--- src/rtl/oneshot_arbiter_if.sv ---
// Bus bundle for oneshot_arbiter: trigger requests, pulse config and status.
// Optional miss counter signals exist when ONESHOT_ARB_MISS_CNT_EN is defined.
interface oneshot_arbiter_if #(
    parameter int N_REQ  = 4,
    parameter int WIDTH  = 5,
    parameter int HOLD_W = 4
);
    localparam int IDW = $clog2(N_REQ);

    logic [N_REQ-1:0]       req;
    logic [N_REQ*WIDTH-1:0] width_cfg;
    logic [HOLD_W-1:0]      holdoff;
    logic                   enable;
    logic                   pulse_out;
    logic [N_REQ-1:0]       grant;
    logic [IDW-1:0]         grant_id;
    logic                   busy;
    logic [N_REQ-1:0]       pending;
`ifdef ONESHOT_ARB_MISS_CNT_EN
    logic                   miss_clr;
    logic [N_REQ*8-1:0]     miss_cnt;

    modport master (
        output req, width_cfg, holdoff, enable, miss_clr,
        input  pulse_out, grant, grant_id, busy, pending, miss_cnt
    );
    modport slave (
        input  req, width_cfg, holdoff, enable, miss_clr,
        output pulse_out, grant, grant_id, busy, pending, miss_cnt
    );
`else
    modport master (
        output req, width_cfg, holdoff, enable,
        input  pulse_out, grant, grant_id, busy, pending
    );
    modport slave (
        input  req, width_cfg, holdoff, enable,
        output pulse_out, grant, grant_id, busy, pending
    );
`endif
endinterface

--- src/rtl/oneshot_arbiter.sv ---
// Round-robin one-shot arbiter sharing a single pulse generator among N_REQ channels.
// Optional per-channel lost-event counters: define ONESHOT_ARB_MISS_CNT_EN.
module oneshot_arbiter #(
    parameter int N_REQ  = 4,
    parameter int WIDTH  = 5,
    parameter int HOLD_W = 4
) (
    input  logic clk,
    input  logic rst_n,
    oneshot_arbiter_if.slave bus
);
    localparam int IDW = $clog2(N_REQ);

    typedef enum logic [1:0] {IDLE, PULSE, HOLD} state_t;

    state_t             state_q, state_d;
    logic [N_REQ-1:0]   req_q;
    logic [N_REQ-1:0]   edg;
    logic [N_REQ-1:0]   pend_q, pend_d;
    logic [N_REQ-1:0]   take;
    logic [N_REQ-1:0]   gnt_q, gnt_d;
    logic [IDW-1:0]     ptr_q, ptr_d;
    logic [IDW-1:0]     gid_q, gid_d;
    logic [IDW-1:0]     sel;
    logic               found;
    logic [WIDTH-1:0]   w_sel;
    logic [WIDTH-1:0]   cnt_q, cnt_d;
    logic [HOLD_W-1:0]  hcnt_q, hcnt_d;
    logic               pulse_q, pulse_d;

    assign edg = bus.req & ~req_q;

    // Pick the first pending channel at or after the round-robin pointer.
    always_comb begin
        sel   = '0;
        found = 1'b0;
        for (int k = 0; k < N_REQ; k++) begin
            if (!found && pend_q[(int'(ptr_q) + k) % N_REQ]) begin
                found = 1'b1;
                sel   = IDW'((int'(ptr_q) + k) % N_REQ);
            end
        end
        w_sel = bus.width_cfg[int'(sel)*WIDTH +: WIDTH];
    end

    // Next-state and datapath updates for the grant / pulse / holdoff FSM.
    always_comb begin
        state_d = state_q;
        cnt_d   = cnt_q;
        hcnt_d  = hcnt_q;
        pulse_d = pulse_q;
        gnt_d   = gnt_q;
        gid_d   = gid_q;
        ptr_d   = ptr_q;
        take    = '0;
        unique case (state_q)
            IDLE: begin
                if (bus.enable && found) begin
                    take  = N_REQ'(1) << sel;
                    ptr_d = (sel == IDW'(N_REQ-1)) ? '0 : sel + IDW'(1);
                    // A zero width consumes the event without a pulse.
                    if (w_sel != '0) begin
                        state_d = PULSE;
                        cnt_d   = w_sel;
                        pulse_d = 1'b1;
                        gnt_d   = take;
                        gid_d   = sel;
                    end
                end
            end
            PULSE: begin
                if (cnt_q == WIDTH'(1)) begin
                    pulse_d = 1'b0;
                    if (bus.holdoff != '0) begin
                        state_d = HOLD;
                        hcnt_d  = bus.holdoff;
                    end else begin
                        state_d = IDLE;
                        gnt_d   = '0;
                    end
                end else begin
                    cnt_d = cnt_q - WIDTH'(1);
                end
            end
            HOLD: begin
                if (hcnt_q == HOLD_W'(1)) begin
                    state_d = IDLE;
                    gnt_d   = '0;
                end else begin
                    hcnt_d = hcnt_q - HOLD_W'(1);
                end
            end
            default: begin
                state_d = IDLE;
                gnt_d   = '0;
                pulse_d = 1'b0;
            end
        endcase
        // A new edge beats the clear of a channel granted this cycle.
        pend_d = (pend_q & ~take) | edg;
    end

    // State and datapath registers; req_q resets high to mask held triggers.
    always_ff @(posedge clk or negedge rst_n) begin
        if (!rst_n) begin
            state_q <= IDLE;
            req_q   <= '1;
            pend_q  <= '0;
            gnt_q   <= '0;
            ptr_q   <= '0;
            gid_q   <= '0;
            cnt_q   <= '0;
            hcnt_q  <= '0;
            pulse_q <= 1'b0;
        end else begin
            state_q <= state_d;
            req_q   <= bus.req;
            pend_q  <= pend_d;
            gnt_q   <= gnt_d;
            ptr_q   <= ptr_d;
            gid_q   <= gid_d;
            cnt_q   <= cnt_d;
            hcnt_q  <= hcnt_d;
            pulse_q <= pulse_d;
        end
    end

    assign bus.pulse_out = pulse_q;
    assign bus.grant     = gnt_q;
    assign bus.grant_id  = gid_q;
    assign bus.busy      = (state_q != IDLE);
    assign bus.pending   = pend_q;

`ifdef ONESHOT_ARB_MISS_CNT_EN
    logic [N_REQ*8-1:0] miss_q;

    // Saturating count of edges dropped on an already-pending channel.
    always_ff @(posedge clk or negedge rst_n) begin
        if (!rst_n) begin
            miss_q <= '0;
        end else if (bus.miss_clr) begin
            miss_q <= '0;
        end else begin
            for (int i = 0; i < N_REQ; i++) begin
                if (edg[i] && pend_q[i] && !take[i] &&
                    miss_q[i*8 +: 8] != 8'hFF) begin
                    miss_q[i*8 +: 8] <= miss_q[i*8 +: 8] + 8'd1;
                end
            end
        end
    end

    assign bus.miss_cnt = miss_q;
`endif
endmodule
--- src/flat_wrapper.sv ---
// flat-port wrapper written by rule: the top's interface ports become plain ports
module oneshot_arbiter_flat 
#(
    parameter int N_REQ  = 4,
    parameter int WIDTH  = 5,
    parameter int HOLD_W = 4
)
  (clk, rst_n, bus_req, bus_width_cfg, bus_holdoff, bus_enable, bus_pulse_out, bus_grant, bus_grant_id, bus_busy, bus_pending);
  oneshot_arbiter_if #(.N_REQ(N_REQ), .WIDTH(WIDTH), .HOLD_W(HOLD_W)) bus_i ();
  input  logic clk;
  input  logic rst_n;
  input wire logic [$bits(bus_i.req)-1:0] bus_req;
  input wire logic [$bits(bus_i.width_cfg)-1:0] bus_width_cfg;
  input wire logic [$bits(bus_i.holdoff)-1:0] bus_holdoff;
  input wire logic [$bits(bus_i.enable)-1:0] bus_enable;
  output wire logic [$bits(bus_i.pulse_out)-1:0] bus_pulse_out;
  output wire logic [$bits(bus_i.grant)-1:0] bus_grant;
  output wire logic [$bits(bus_i.grant_id)-1:0] bus_grant_id;
  output wire logic [$bits(bus_i.busy)-1:0] bus_busy;
  output wire logic [$bits(bus_i.pending)-1:0] bus_pending;
  assign bus_i.req = bus_req;
  assign bus_i.width_cfg = bus_width_cfg;
  assign bus_i.holdoff = bus_holdoff;
  assign bus_i.enable = bus_enable;
  assign bus_pulse_out = bus_i.pulse_out;
  assign bus_grant = bus_i.grant;
  assign bus_grant_id = bus_i.grant_id;
  assign bus_busy = bus_i.busy;
  assign bus_pending = bus_i.pending;
  oneshot_arbiter #(.N_REQ(N_REQ), .WIDTH(WIDTH), .HOLD_W(HOLD_W)) u_core (.clk(clk), .rst_n(rst_n), .bus(bus_i));
endmodule
--- config.mk ---
export PLATFORM = sky130hd
export DESIGN_NAME = oneshot_arbiter_flat
export DESIGN_NICKNAME = d
export VERILOG_FILES = /design/src/rtl/oneshot_arbiter_if.sv /design/src/rtl/oneshot_arbiter.sv /design/src/flat_wrapper.sv
export SDC_FILE = /design/constraint.sdc
export NUM_CORES = 1
export LEC_CHECK = 0
export ABC_AREA = 1
export CAP_MARGIN = 20
export CORE_ASPECT_RATIO = 0.7
export CORE_MARGIN = 8
export CORE_UTILIZATION = 46
export CTS_CLUSTER_SIZE = 40
export DETAILED_ROUTE_END_ITERATION = 12
export PLACE_DENSITY = 0.76
export SLEW_MARGIN = 20
export SYNTH_ARGS = -nofsm -noshare
export SYNTH_HDL_FRONTEND = slang
export SYNTH_SLANG_ARGS = --single-unit
--- constraint.sdc ---
create_clock -name clk -period 2.2 [get_ports clk]
set_clock_uncertainty 0.05 [all_clocks]
set_input_delay 0.33 -clock clk [delete_from_list [all_inputs] [get_ports clk]]
set_output_delay 0.33 -clock clk [all_outputs]
set_load 0.05 [all_outputs]
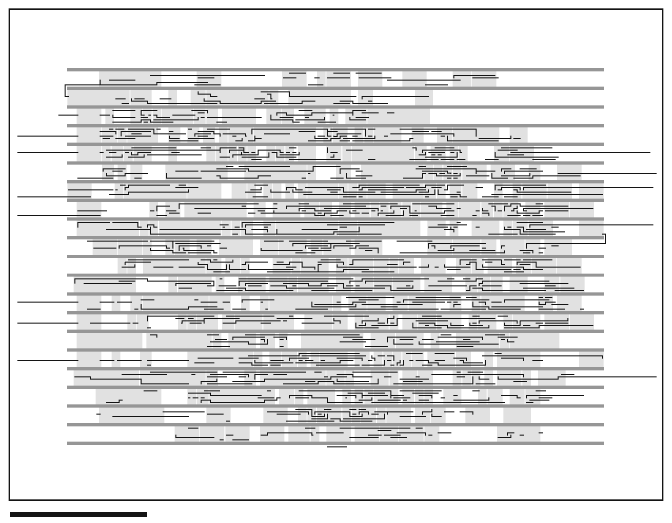
Figure 1: run 1, the metal 1 layer.
Bar = 20 um. Supply wires on this layer in gray.
The longest straight run is 22.1 um. The layer carries 2950 um of wire. 356 nets have wire on it. The layer holds 46% of the routed length. The wires run mostly horizontal.
met1 track demand over resource: 0.246
post-detailed-routing wire length: 6380 um
total via count in the routed design: 2205

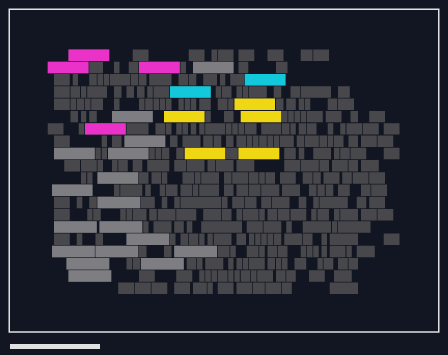
Figure 2: run 1, sequential cells grouped by signal name.
Bar = 20 um. Other sequential cells in the stronger gray, the rest of the logic in the fainter gray.
Magenta shows `u_core.hcnt_q`, flops 4, where top left. Cyan shows `u_core.bus.grant_id`, flops 2. Yellow shows `u_core.cnt_q`, flops 5.
area taken by flip-flops and latches: 713 sq um
Finished Core Util: 0.719

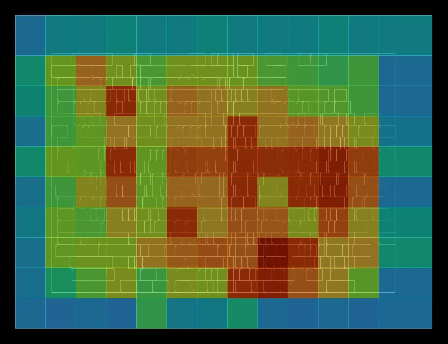
Figure 3: run 1, routing congestion map.
busiest layer in global routing: met2
met3 routing resource usage after global routing: 0.0313

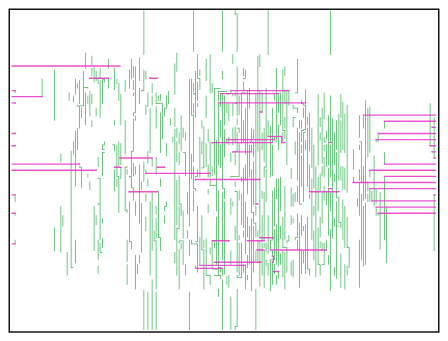
Figure 4: run 1, metal layers overlaid.
Only two layers are drawn.
Magenta shows met3, wire length 425 um. Green shows met2, wire length 2890 um.
total routing resource utilization after global routing: 0.170
DR WL/cell: 15.4 um

==> Slide: Implementation Results, run 1 <==
Implementation Results

Flow run
  • Max-cap violation count: 0

Clock network
  • CTS hold repair buffers: 0
  • Clock net sink count: 28

Synth
  • Chip area from the yosys synthesis statistics: 0.00201 sq mm
  • Most instantiated flip-flop cell in the synthesis netlist: sky130_fd_sc_hd__dfrtp_1
  • Count of different cell masters after synthesis: 31
  • Most instantiated cells after synthesis: sky130_fd_sc_hd__nand2_1 (81), sky130_fd_sc_hd__inv_1 (40), sky130_fd_sc_hd__nand3_1 (25), sky130_fd_sc_hd__dfrtp_1 (24), sky130_fd_sc_hd__o21ai_0 (23)
  • Synth area leader: sky130_fd_sc_hd__dfrtp_1
  • Seq share, synth: 0.352
  • Synth async-reset ratio: 1.00
  • Post-synth tally of flip-flops with integrated enable: 0

Final layout
  • Tally of clock buffers in the finished layout: 4
  • Design area: 0.00306 sq mm
  • Area growth from synthesis to layout: 52.5%
  • Logic Gate Count: 205
  • Area taken by multi-input logic gates: 0.00131 sq mm
  • Multi-input combinational area share: 0.429

Placed design
  • Port Buffers: 42

STA
  • Worst Setup Slack, final: -0.359 ns
  • Actual slew at the worst max-slew pin: 0.506 ns
  • Finish-stage setup viols: 15
  • Max-slew violation total from the final report: 0

Critical path
  • Critical path class: reg -> reg
  • Worst Path Required: 2.37 ns
  • Worst r2r src: u_core.ptr_q[1]
  • Worst setup startpoint: u_core.ptr_q[1]

Global routing
  • Grt total ovfl: 0
  • Via count of the first global-routing pass: 2024

Floorplan
  • Count of inserted tapcells: 55

Detailed routing
  • Initial drt markers: 226

Outcome
  • Violated checks: setup timing
  • Status: finished with violations
## run 1: layer usage
metal,global-route usage,routed length [um],vias to the layer above,part of all wire
met4,0.0431,106,0,0.017
met1,0.246,2950,1043,0.46
met2,0.252,2890,76,0.45
met5,0,0,-,0
li1,-,-,1073,-
met3,0.0313,424,13,0.067
## run 1: registers in the layout, indices dropped and copies added, names as in the netlist
name                  count
u_core.cnt_q              5
u_core.bus.grant          4
u_core.bus.pending        4
u_core.hcnt_q             4
u_core.req_q              4
u_core.bus.grant_id       2
u_core.ptr_q              2
u_core.state_q            2
u_core.bus.pulse_out      1
## run 1: cell families after synthesis
kind of cell	count (synthesis)
fa+ha+maj	8
buf+inv	47
simple gates	159
flops	28
compound gates	35
xor+xnor	1
## Run 2: what changed since run 1
- CORE_MARGIN: 8 -> 2
- SLEW_MARGIN: 20 -> not set
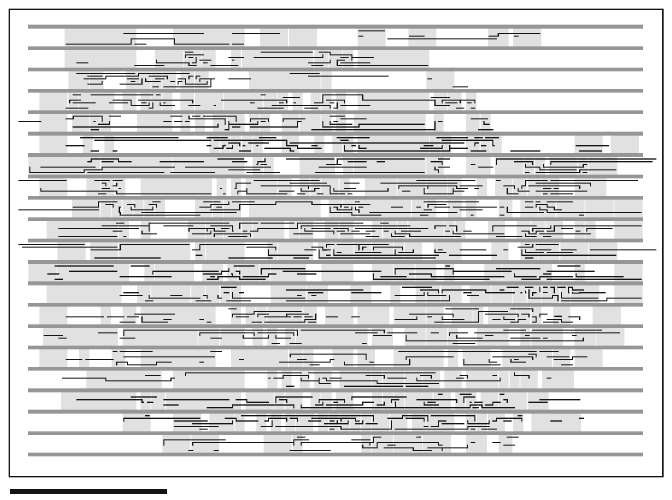
Figure 5: run 2, the metal 1 layer.
Bar = 20 um. Supply wires on this layer in gray.
353 nets have wire on it. The longest straight run is 22.5 um. The layer holds 49% of the routed length.
total via count in the routed design: 2102
met1 track demand over resource: 0.298
post-detailed-routing wire length: 5200 um

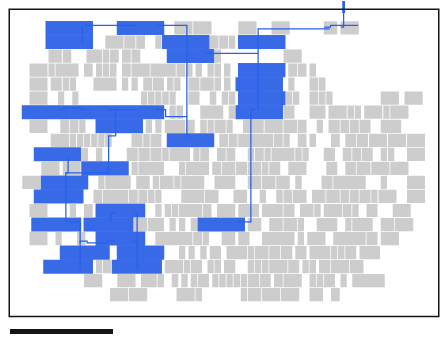
Figure 6: run 2, I/O nets highlighted.
Bar = 20 um.
Blue shows `rst_n`, bits 1, direction input, edge top, end cells 28, buffers 2, wire 204 um.
Port Buffers: 42
number of ports placed on the die boundary: 43

==> run 2 against run 1 <==
Worst hold slack improved by 0.0020 ns; worst setup slack improved by 0.20 ns; synthesized cell count unchanged; the run still ends with setup timing left.
==> Slide: Implementation Results, run 2 <==
Implementation Results

Synth
  • Synth area leader: sky130_fd_sc_hd__dfrtp_1
  • Chip area from the yosys synthesis statistics: 0.00201 sq mm
  • Count of different cell masters after synthesis: 31
  • Seq share, synth: 0.352
  • Most instantiated flip-flop cell in the synthesis netlist: sky130_fd_sc_hd__dfrtp_1
  • Most instantiated cells after synthesis: sky130_fd_sc_hd__nand2_1 (81), sky130_fd_sc_hd__inv_1 (40), sky130_fd_sc_hd__nand3_1 (25), sky130_fd_sc_hd__dfrtp_1 (24), sky130_fd_sc_hd__o21ai_0 (23)
  • Post-synth tally of flip-flops with integrated enable: 0

Final layout
  • Flip-flop count of the largest register, all copies and words added: 5
  • Reg with most FFs: u_core.cnt_q
  • Area growth from synthesis to layout: 44.5%
  • Design area: 0.00290 sq mm

Critical path
  • Critical path endpoint: u_core.cnt_q[4]
  • Critical path class: reg -> reg
  • Worst setup startpoint: u_core.ptr_q[0]
  • Top delay family on crit path: simple AND/OR/NAND/NOR gates
  • Worst r2r src: u_core.ptr_q[0]
  • Worst Path Required: 2.32 ns

Flow run
  • Max-cap violation count: 0

Global routing
  • Met3 routing resource usage after global routing: 0.0320
  • Via count of the first global-routing pass: 1868
  • Grt total ovfl: 0
  • Routing usage on met2: 0.329
  • Total routing resource utilization after global routing: 0.206
  • Busiest layer in global routing: met2

STA
  • Max-slew violation total from the final report: 0
  • Post-route worst hold slack: 0.379 ns
  • Actual slew at the worst max-slew pin: 0.505 ns
  • Finish-stage setup viols: 13
  • Setup_tns: -1.74 ns
  • Worst Setup Slack, final: -0.156 ns

Clock network
  • Clock net sink count: 28
  • Clock tree from TritonCTS: yes
  • CTS hold repair buffers: 0

Detailed routing
  • Wire length on met3: 355 um
  • Met1 routed wirelength after detailed routing: 2550 um
  • Initial drt markers: 114
  • Top layer reached by signal wires: met4
  • DR WL/cell: 12.7 um
  • Routed wl met2: 2220 um

Outcome
  • Violated checks: setup timing
  • Status: finished with violations

Floorplan
  • Number of cell rows: 20
[run 2: cell counts after synthesis]
No cell type changed its count.
[run 2: logic make-up (layout without fill, tap and decap cells)]
kind of cell | count (synthesis) | count (layout) | share of synthesized area
buf+inv | 47 | 122 | 0.0986
fa+ha+maj | 8 | 8 | 0.0499
xor+xnor | 1 | 1 | 0.00437
flops | 28 | 28 | 0.352
simple gates | 159 | 161 | 0.394
compound gates | 35 | 35 | 0.102
[run 2: area by class of cell]
class / instances / area [sq um] / area share
Tap cell: 55 / 68.8 / 0.0237
Inverter: 44 / 175 / 0.0604
Clock buffer: 4 / 55.1 / 0.0190
Sequential cell: 28 / 711 / 0.245
Timing Repair Buffer: 74 / 688 / 0.237
Multi-Input combinational cell: 205 / 1200 / 0.414
## Run 3: what changed since run 2
- CORE_ASPECT_RATIO: 0.7 -> not set
- SLEW_MARGIN: not set -> 10
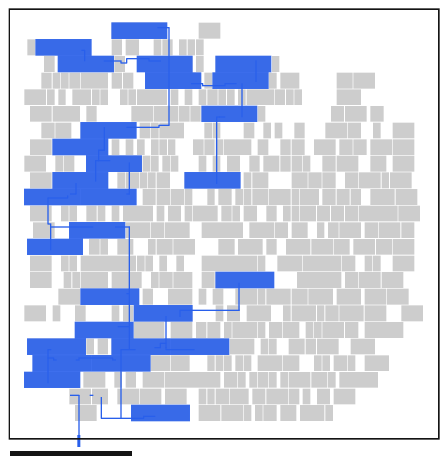
Figure 7: run 3, I/O nets highlighted.
Bar = 20 um.
Blue shows `rst_n`, bits 1, direction input, edge bottom, end cells 28, buffers 2, wire 209 um.

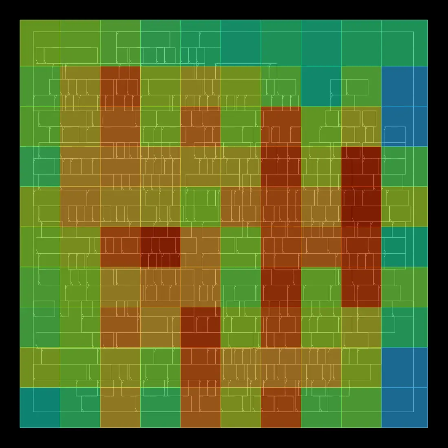
Figure 8: run 3, routing congestion map.
met3 routing resource usage after global routing: 0.0231
total routing resource utilization after global routing: 0.216
DR WL/cell: 14.3 um
routing usage on met2: 0.369

==> run 3 against run 2 <==
The flow still finishes with violations (setup timing); worst setup slack worse by 0.11 ns; area after synthesis stayed put; design area is 5.1% higher; utilization is 3.3 points higher; sequential share of layout area is 1.1 points lower; non-clock buffer count stayed put; die size is 0.17% lower; critical path depth stayed put; global-route usage is 0.95 points higher; critical endpoint is now u_core.bus.grant[3].
==> Slide: Implementation Results, run 3 <==
Implementation Results

Outcome
  • Status: finished with violations
  • Violated checks: setup timing

Final layout
  • Tally of clock buffers in the finished layout: 4
  • Sequential share of cell area: 0.234
  • Reg with most FFs: u_core.cnt_q
  • Clock buf/inv share: 0.0181
  • Buffer count excluding the clock tree in the final layout: 74
  • Multi-input combinational area share: 0.435
  • Seq_cells: 28
  • Design area: 0.00305 sq mm
  • Logic Gate Count: 205
  • Flip-flop count of the largest register, all copies and words added: 5
  • Relative area of non-clock buffer cells in the final design: 0.234
  • Area-dominant cell class after layout: combinational gates

Clock network
  • CTS hold repair buffers: 0

Critical path
  • Worst Path Required: 2.32 ns
  • Critical path endpoint: u_core.bus.grant[3]
  • Worst r2r src: u_core.ptr_q[0]
  • Top delay family on crit path: simple AND/OR/NAND/NOR gates

STA
  • Actual slew at the worst max-slew pin: 0.532 ns
  • Worst Setup Slack, final: -0.263 ns
  • Finish-stage setup viols: 15
  • Max-slew violation total from the final report: 0
  • Setup_tns: -3.04 ns

Detailed routing
  • Met1 routed wirelength after detailed routing: 2520 um
  • Post-detailed-routing wire length: 5800 um
  • Wire length on met3: 282 um
  • Total via count in the routed design: 2160

Global routing
  • Via count of the first global-routing pass: 1926
  • Grt total ovfl: 0
  • Met1 track demand over resource: 0.289

Synth
  • Chip area from the yosys synthesis statistics: 0.00201 sq mm
  • Aoi share: 0.102
  • Synth area leader: sky130_fd_sc_hd__dfrtp_1
  • Multiplexer share of the synthesized area: 0
  • Post-synth tally of flip-flops with integrated enable: 0

Flow run
  • Max-cap violation count: 0

Floorplan
  • Count of inserted tapcells: 52
## run 3: cell types whose count changed in the layout (fill, tap and decap cells not counted), moves of 2 or more
cell                      delta
sky130_fd_sc_hd__dfrtp_1     -2
sky130_fd_sc_hd__buf_6       +7
sky130_fd_sc_hd__buf_4       -7
sky130_fd_sc_hd__ha_4        +3
sky130_fd_sc_hd__ha_1        -3
sky130_fd_sc_hd__dfrtp_2     +2
sky130_fd_sc_hd__nand3_2     +5
sky130_fd_sc_hd__nand3_1     -5
sky130_fd_sc_hd__nand2_4     +6
sky130_fd_sc_hd__inv_6       +2
sky130_fd_sc_hd__nand2_2     +5
sky130_fd_sc_hd__nand2_1    -11
